Fig. 1: run 1, routed metal, one color a layer
Bar = 20 um. Only two layers are drawn.
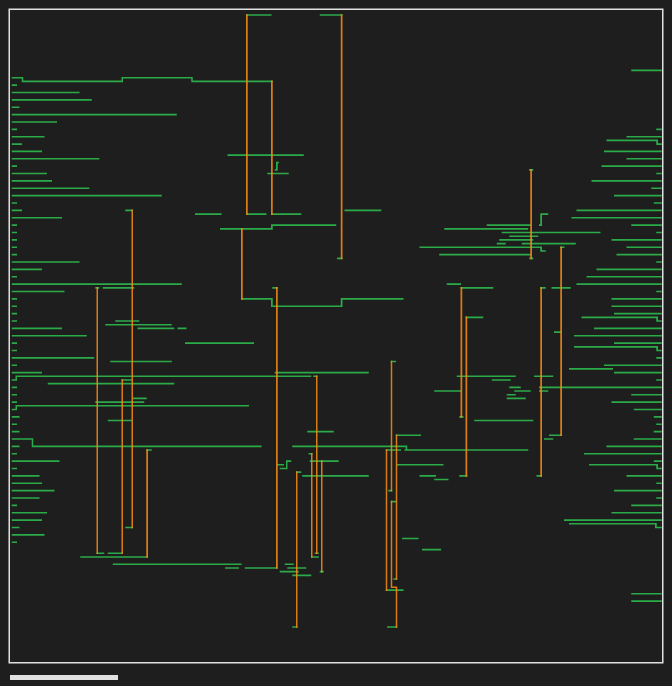
Fig. 2: run 1, metal 1
Bar = 20 um. Cells faint in the background.
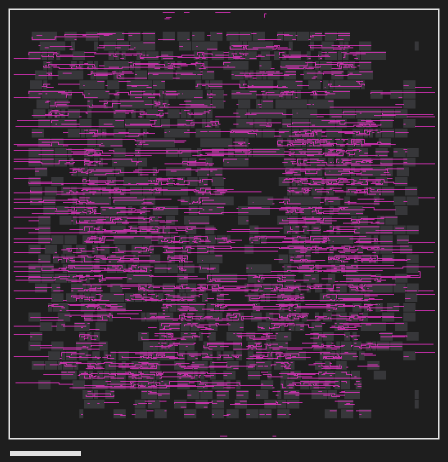
Fig. 3: run 1, routing congestion map
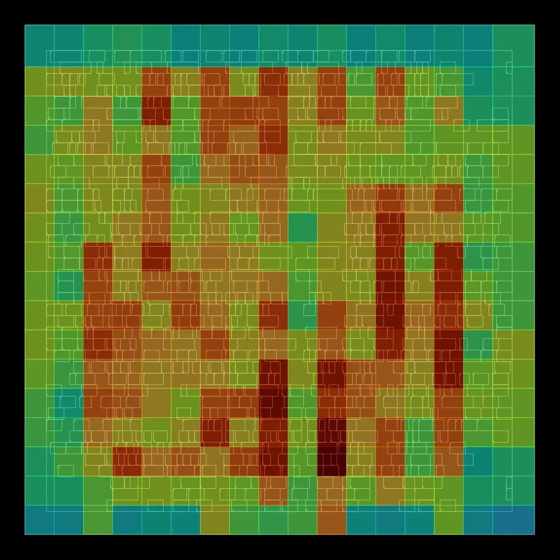
## src/rtl/fetch_pkg.sv

```systemverilog
// Shared definitions for the instruction fetch unit: state encoding, widths,
// reset PC default and the word-offset scaling helper.
package fetch_pkg;

  localparam int INSN_W = 32;
  localparam int JIDX_W = 26;
  localparam logic [31:0] RESET_PC_DEFAULT = 32'h0000_3000;

  typedef enum logic [0:0] {
    FETCH = 1'b0,
    HOLD  = 1'b1
  } state_t;

  // Word offset to byte offset; the top two offset bits fall off modulo 2^32.
  function automatic logic [31:0] word_to_byte(input logic [31:0] word_off);
    return {word_off[29:0], 2'b00};
  endfunction

endpackage

```

## src/rtl/fetch_npc.sv

```systemverilog
// Combinational next-PC selection: jr > jump > taken branch > sequential.
// All sums wrap modulo 2^32.
module npc
  import fetch_pkg::*;
(
  input  logic [31:0]       pc,
  input  logic              br_taken,
  input  logic [31:0]       br_offset,
  input  logic              jump,
  input  logic [JIDX_W-1:0] jidx,
  input  logic              jr,
  input  logic [31:0]       jr_addr,
  output logic [31:0]       next_pc
);

  logic [31:0] pc_plus4;

  // Redirect priority mux
  always_comb begin
    pc_plus4 = pc + 32'd4;
    next_pc  = pc_plus4;
    if (jr) begin
      next_pc = jr_addr;
    end else if (jump) begin
      next_pc = {pc_plus4[31:28], jidx, 2'b00};
    end else if (br_taken) begin
      next_pc = pc_plus4 + word_to_byte(br_offset);
    end else begin
      next_pc = pc_plus4;
    end
  end

endmodule

```

## src/rtl/fetch_unit.sv

```systemverilog
// Two-state instruction fetch unit (FETCH/HOLD) with redirect on accept.
// Optional FETCH_ALIGN_CHECK_EN traps misaligned targets in a sticky fetch_err.
module fetch_unit
  import fetch_pkg::*;
#(
  parameter logic [31:0] RESET_PC = RESET_PC_DEFAULT
) (
  input  logic              clk,
  input  logic              reset,
  output logic              imem_req,
  output logic [31:0]       imem_addr,
  input  logic              imem_ack,
  input  logic [INSN_W-1:0] imem_rdata,
  output logic [INSN_W-1:0] cmd,
  output logic              cmd_valid,
  input  logic              cmd_ready,
  output logic [31:0]       pc,
  input  logic              br_taken,
  input  logic [31:0]       br_offset,
  input  logic              jump,
  input  logic [JIDX_W-1:0] jidx,
  input  logic              jr,
  input  logic [31:0]       jr_addr,
  output logic              fetch_err
);

  state_t      state;
  state_t      state_nx;
  logic [31:0] raw_npc;
  logic [31:0] target;
  logic        misaligned;
  logic        accept;

  npc u_npc (
    .pc        (pc),
    .br_taken  (br_taken),
    .br_offset (br_offset),
    .jump      (jump),
    .jidx      (jidx),
    .jr        (jr),
    .jr_addr   (jr_addr),
    .next_pc   (raw_npc)
  );

`ifdef FETCH_ALIGN_CHECK_EN
  assign target     = raw_npc;
  assign misaligned = |raw_npc[1:0];

  // Sticky misaligned-target flag, cleared only by reset
  always_ff @(posedge clk) begin
    if (reset) begin
      fetch_err <= 1'b0;
    end else if (accept && misaligned) begin
      fetch_err <= 1'b1;
    end else begin
      fetch_err <= fetch_err;
    end
  end
`else
  logic unused_npc_low;
  assign unused_npc_low = ^raw_npc[1:0];
  assign target         = {raw_npc[31:2], 2'b00};
  assign misaligned     = 1'b0;
  assign fetch_err      = 1'b0;
`endif

  // The request is masked during reset so no fetch is issued while it is held.
  assign imem_req  = (state == FETCH) && !reset;
  assign imem_addr = pc;
  assign cmd_valid = (state == HOLD) && !fetch_err;
  assign accept    = (state == HOLD) && cmd_ready && !fetch_err;

  // Next-state logic
  always_comb begin
    state_nx = state;
    case (state)
      FETCH: begin
        if (imem_ack) begin
          state_nx = HOLD;
        end else begin
          state_nx = FETCH;
        end
      end
      HOLD: begin
        if (accept && !misaligned) begin
          state_nx = FETCH;
        end else begin
          state_nx = HOLD;
        end
      end
      default: state_nx = FETCH;
    endcase
  end

  // State, instruction and PC registers
  always_ff @(posedge clk) begin
    if (reset) begin
      state <= FETCH;
      pc    <= RESET_PC;
      cmd   <= {INSN_W{1'b0}};
    end else begin
      state <= state_nx;
      if ((state == FETCH) && imem_ack) begin
        cmd <= imem_rdata;
      end
      if (accept && !misaligned) begin
        pc <= target;
      end
    end
  end

endmodule

```

## config.mk

```make
export PLATFORM = sky130hd
export DESIGN_NAME = fetch_unit
export DESIGN_NICKNAME = d
export VERILOG_FILES = /design/src/rtl/fetch_pkg.sv /design/src/rtl/fetch_npc.sv /design/src/rtl/fetch_unit.sv
export SDC_FILE = /design/constraint.sdc
export NUM_CORES = 1
export LEC_CHECK = 0
export ABC_CLOCK_PERIOD_IN_PS = 4500
export CAP_MARGIN = 25
export CORE_MARGIN = 5
export CORE_UTILIZATION = 43
export DETAILED_ROUTE_END_ITERATION = 8
export PLACE_DENSITY_LB_ADDON = 0.2
export SLEW_MARGIN = 25
export SYNTH_ARGS = -nofsm -noshare
export SYNTH_HDL_FRONTEND = slang
export SYNTH_SLANG_ARGS = --single-unit
```

## constraint.sdc

```tcl
create_clock -name clk -period 4.5 [get_ports clk]
set_clock_uncertainty 0.2 [all_clocks]
set_input_delay 0.675 -clock clk [delete_from_list [all_inputs] [get_ports clk]]
set_output_delay 0.675 -clock clk [all_outputs]
set_load 0.01 [all_outputs]
```

==> impl_metrics.env, run 1 <==
# yosys + openroad results
export IMPL_setup_viol=0
export IMPL_synth_xor_area_share_pct=8.54
export IMPL_dp_hpwl_mm=14.4
export IMPL_worst_path_stages=15
export IMPL_p_clk_mw=0.771
export IMPL_comb_area_mm2=0.00355
export IMPL_top_area_share_pct=24.1
export IMPL_cts_tree="built"
export IMPL_whs_path_depth=2
export IMPL_hp_class="reg2reg"
export IMPL_drt_iter0_markers=448
export IMPL_initCoreUtil_pct=43.7
export IMPL_path_cells="and4_1 > nand3_1 > nor2_1 > buf_4 > xor2_1 > ha_1 > a21o_1 > a21o_1 > a21oi_1 > o21ai_0 > or3_1 > a31o_1 > or3_1 > a31oi_1 > o32ai_2"
export IMPL_cp_start_kind="flip-flop"
export IMPL_pwr_share_seq_pct=30.5
export IMPL_grt_overflow_total=0
export IMPL_synthTopCellsByArea="dfxtp_1 (24%), ha_1 (8.9%), nand2_1 (8.6%), a21oi_1 (8.0%), xnor2_1 (5.4%)"
export IMPL_syn2layout_area_growth_pct=47.9
export IMPL_finalHoldViolations=0
export IMPL_largest_reg_flops=32
export IMPL_reg2reg_to="imem_addr[31]"
export IMPL_fin_nets=1062
export IMPL_clock_sinks=63
export IMPL_antenna_left=0
export IMPL_clock_latency_ns=0.32
export IMPL_inv_count=10
export IMPL_vias_per_cell=5.70
export IMPL_comb_power_share_pct=31.8
export IMPL_placed_cells=1031
export IMPL_crit_start="imem_addr[10]"
export IMPL_comb_cell_power_mw=0.649
export IMPL_avgSynthCellArea_um2=7.33
export IMPL_r2r_cells=15
export IMPL_min_to="cmd[30]"
export IMPL_slew_headroom_pct=52.1
export IMPL_ir_worst_vdd_mv=0.158
export IMPL_crit_end="imem_addr[31]"
export IMPL_setup_slack_ns=0.263
export IMPL_top_area_cell="dfxtp_1"
export IMPL_max_cap_violations=0
export IMPL_design_area_mm2=0.00773
export IMPL_critPathCaptureType="flip-flop"
export IMPL_min_period_ns=4.24
export IMPL_syn_inst=713
export IMPL_cp_slowest_stage_delay_ns=0.54
export IMPL_die_area_mm2=0.0145
export IMPL_clk_pin_slew_ns=0.06
export IMPL_first_pass_iters=5
export IMPL_logic_family="AND-OR/OR-AND gates"
export IMPL_fin_util_pct=64.6
export IMPL_rows=40
export IMPL_largest_class="multi-input combinational cells"
export IMPL_logic_gates=568
export IMPL_buffers=243
export IMPL_h_tree_depth=3
export IMPL_pg_seq_mw=0.623
export IMPL_wl_met3_mm=1.54
export IMPL_synth_edff_count=0
export IMPL_grt_pass1_wl_mm=30.0
export IMPL_ys_sh_adder_pct=9.24
export IMPL_synthFlopType="dfxtp_1"
export IMPL_numCtsBuffers=9
export IMPL_ys_sh_simple_pct=22.6
export IMPL_pre_cts_ws_ns=0.328
export IMPL_fillers=1052
export IMPL_grt_max_degree=67
export IMPL_regArea_mm2=0.00126
export IMPL_grt_pass1_vias=6109
export IMPL_design_seq_count=63
export IMPL_layout_nonclk_buf_share_pct=30.6
export IMPL_topRoutingLayerUsed="met4"
export IMPL_powerDensity_mw_per_mm2=264
export IMPL_fin_cells=1047
export IMPL_grt_busiest_layer="met2"
export IMPL_cts_buffer_depth=2
export IMPL_placed_cell_area_mm2=0.00739
export IMPL_fin_hold_ws_ns=0.256
export IMPL_mostFrequentLayoutCells="clkdlybuf4s50_1 (217), nand2_1 (120), a21oi_1 (84)"
export IMPL_r2r_start="imem_addr[10]"
export IMPL_path_buffers=1
export IMPL_switching_share_pct=30.1
export IMPL_critPathKind="reg2reg"
export IMPL_status="complete, no violations"
export IMPL_setup_tns_ns=0
export IMPL_rsz0062_at_grt="false"
export IMPL_yosys_warnings=0
export IMPL_internal_power_mw=1.43
export IMPL_seq_area_share_pct=16.3
export IMPL_synth_cellmix_compoundShare_pct=26.0
export IMPL_postCtsSetupBuffers=0
export IMPL_grt_util_met3_pct=6.31
export IMPL_power_leader="clock"
export IMPL_period_used_pct=94.2
export IMPL_core_mm2=0.0120
export IMPL_n_antenna_cell=0
export IMPL_holdBufCountCts=0
export IMPL_p_leak_nw=3.14
export IMPL_comb_area_share_pct=46.0
export IMPL_root_buffer="clkbuf_16"
export IMPL_worstMarginPinSlew_ns=0.718
export IMPL_ys_ff=63
export IMPL_p_clk_share_pct=37.7
export IMPL_fmax_ghz=0.236
export IMPL_synth_yosys_chip_area_mm2=0.00523
export IMPL_power_switching_mw=0.615
export IMPL_required_ns=4.47
export IMPL_nWellTaps=147
export IMPL_clockNetworkAreaShare_pct=4.29
export IMPL_cts_resized=0
About Fig. 1:
color	layer	wire length
green	metal 3	1540 um
orange	metal 4	669 um
gr usage total: 25.4%
vias after detailed routing: 5964
drt total wl: 19.2 mm

About Fig. 2:
main direction	horizontal
wire length on this layer	7610 um
GR Layer Usage met1: 28.9%

About Fig. 3:
met2 GRT Util: 45.5%
DR WL/cell: 18.4 um

==> run 1 -> run 2 <==
- CAP_MARGIN: 25 -> default
Fig. 4: run 2, a small window of the routed layout
Bar = 5 um. Region (80, 80) to (100, 100) um. Cells in gray, sequential cells in the stronger gray; small squares are vias.
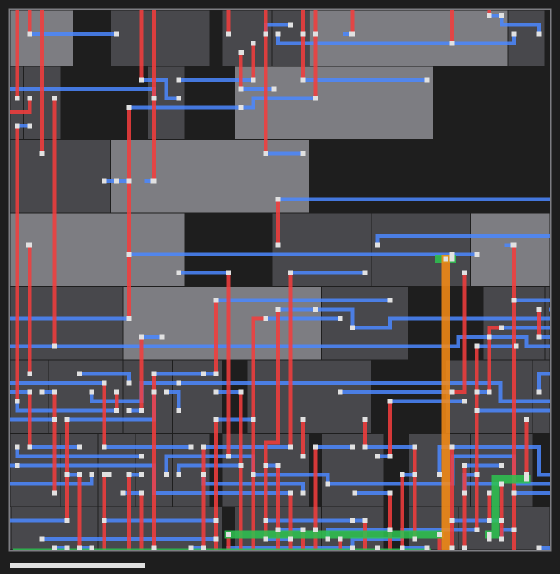
color	layer
green	metal 3
red	metal 2
orange	metal 4
blue	metal 1
most frequent	nand2_1 (5), dfxtp_1 (5)
netlist names of flops here include	cmd (3), imem_addr (2)
cells with their middle in the window	37
sequential cells in the window	5

==> run 2 against run 1 <==
Compared with the run above: design area stayed put; power stayed put; hold slack stayed put; largest power group unchanged.
==> impl_metrics.env, run 2 <==
# yosys + openroad results
export IMPL_status="complete, no violations"
export IMPL_regArea_mm2=0.00126
export IMPL_clockNetworkAreaShare_pct=4.29
export IMPL_grt_busiest_layer="met2"
export IMPL_period_used_pct=94.2
export IMPL_setup_tns_ns=0
export IMPL_slew_headroom_pct=52.1
export IMPL_comb_area_share_pct=46.0
export IMPL_largest_reg_flops=32
export IMPL_fin_nets=1062
export IMPL_finalHoldViolations=0
export IMPL_root_buffer="clkbuf_16"
export IMPL_p_leak_nw=3.14
export IMPL_required_ns=4.47
export IMPL_ys_ff=63
export IMPL_switching_share_pct=30.1
export IMPL_cp_slowest_stage_delay_ns=0.54
export IMPL_avgSynthCellArea_um2=7.33
export IMPL_comb_power_share_pct=31.8
export IMPL_grt_pass1_wl_mm=30.0
export IMPL_fin_hold_ws_ns=0.256
export IMPL_crit_start="imem_addr[10]"
export IMPL_wl_met3_mm=1.54
export IMPL_pre_cts_ws_ns=0.328
export IMPL_topRoutingLayerUsed="met4"
export IMPL_cts_resized=0
export IMPL_yosys_warnings=0
export IMPL_avgRoutedWirePerCell_um=18.4
export IMPL_grt_usage_pct=25.4
export IMPL_wirelength_mm=19.2
export IMPL_n_antenna_cell=0
export IMPL_synth_cellmix_compoundShare_pct=26.0
export IMPL_grt_util_met3_pct=6.31
export IMPL_comb_area_mm2=0.00355
export IMPL_cts_tree="built"
export IMPL_min_to="cmd[30]"
export IMPL_layout_nonclk_buf_share_pct=30.6
export IMPL_worst_path_stages=15
export IMPL_crit_end="imem_addr[31]"
export IMPL_postCtsSetupBuffers=0
export IMPL_ir_worst_vdd_mv=0.158
export IMPL_p_clk_share_pct=37.7
export IMPL_fin_cells=1047
export IMPL_synth_yosys_chip_area_mm2=0.00523
export IMPL_whs_path_depth=2
export IMPL_pwr_share_seq_pct=30.5
export IMPL_synthTopCellsByArea="dfxtp_1 (24%), ha_1 (8.9%), nand2_1 (8.6%), a21oi_1 (8.0%), xnor2_1 (5.4%)"
export IMPL_worstMarginPinSlew_ns=0.718
export IMPL_reg2reg_to="imem_addr[31]"
export IMPL_syn_inst=713
export IMPL_fin_util_pct=64.6
export IMPL_inv_count=10
export IMPL_powerDensity_mw_per_mm2=264
export IMPL_design_area_mm2=0.00773
export IMPL_fmax_ghz=0.236
export IMPL_fillers=1052
export IMPL_buffers=243
export IMPL_path_cells="and4_1 > nand3_1 > nor2_1 > buf_4 > xor2_1 > ha_1 > a21o_1 > a21o_1 > a21oi_1 > o21ai_0 > or3_1 > a31o_1 > or3_1 > a31oi_1 > o32ai_2"
export IMPL_setup_slack_ns=0.263
export IMPL_grt_max_degree=67
export IMPL_min_period_ns=4.24
export IMPL_comb_cell_power_mw=0.649
export IMPL_core_mm2=0.0120
export IMPL_seq_area_share_pct=16.3
export IMPL_holdBufCountCts=0
export IMPL_logic_gates=568
export IMPL_h_tree_depth=3
export IMPL_clock_latency_ns=0.32
export IMPL_placed_cell_area_mm2=0.00739
export IMPL_drt_iter0_markers=448
Power is estimated from default activity; no workload was simulated.
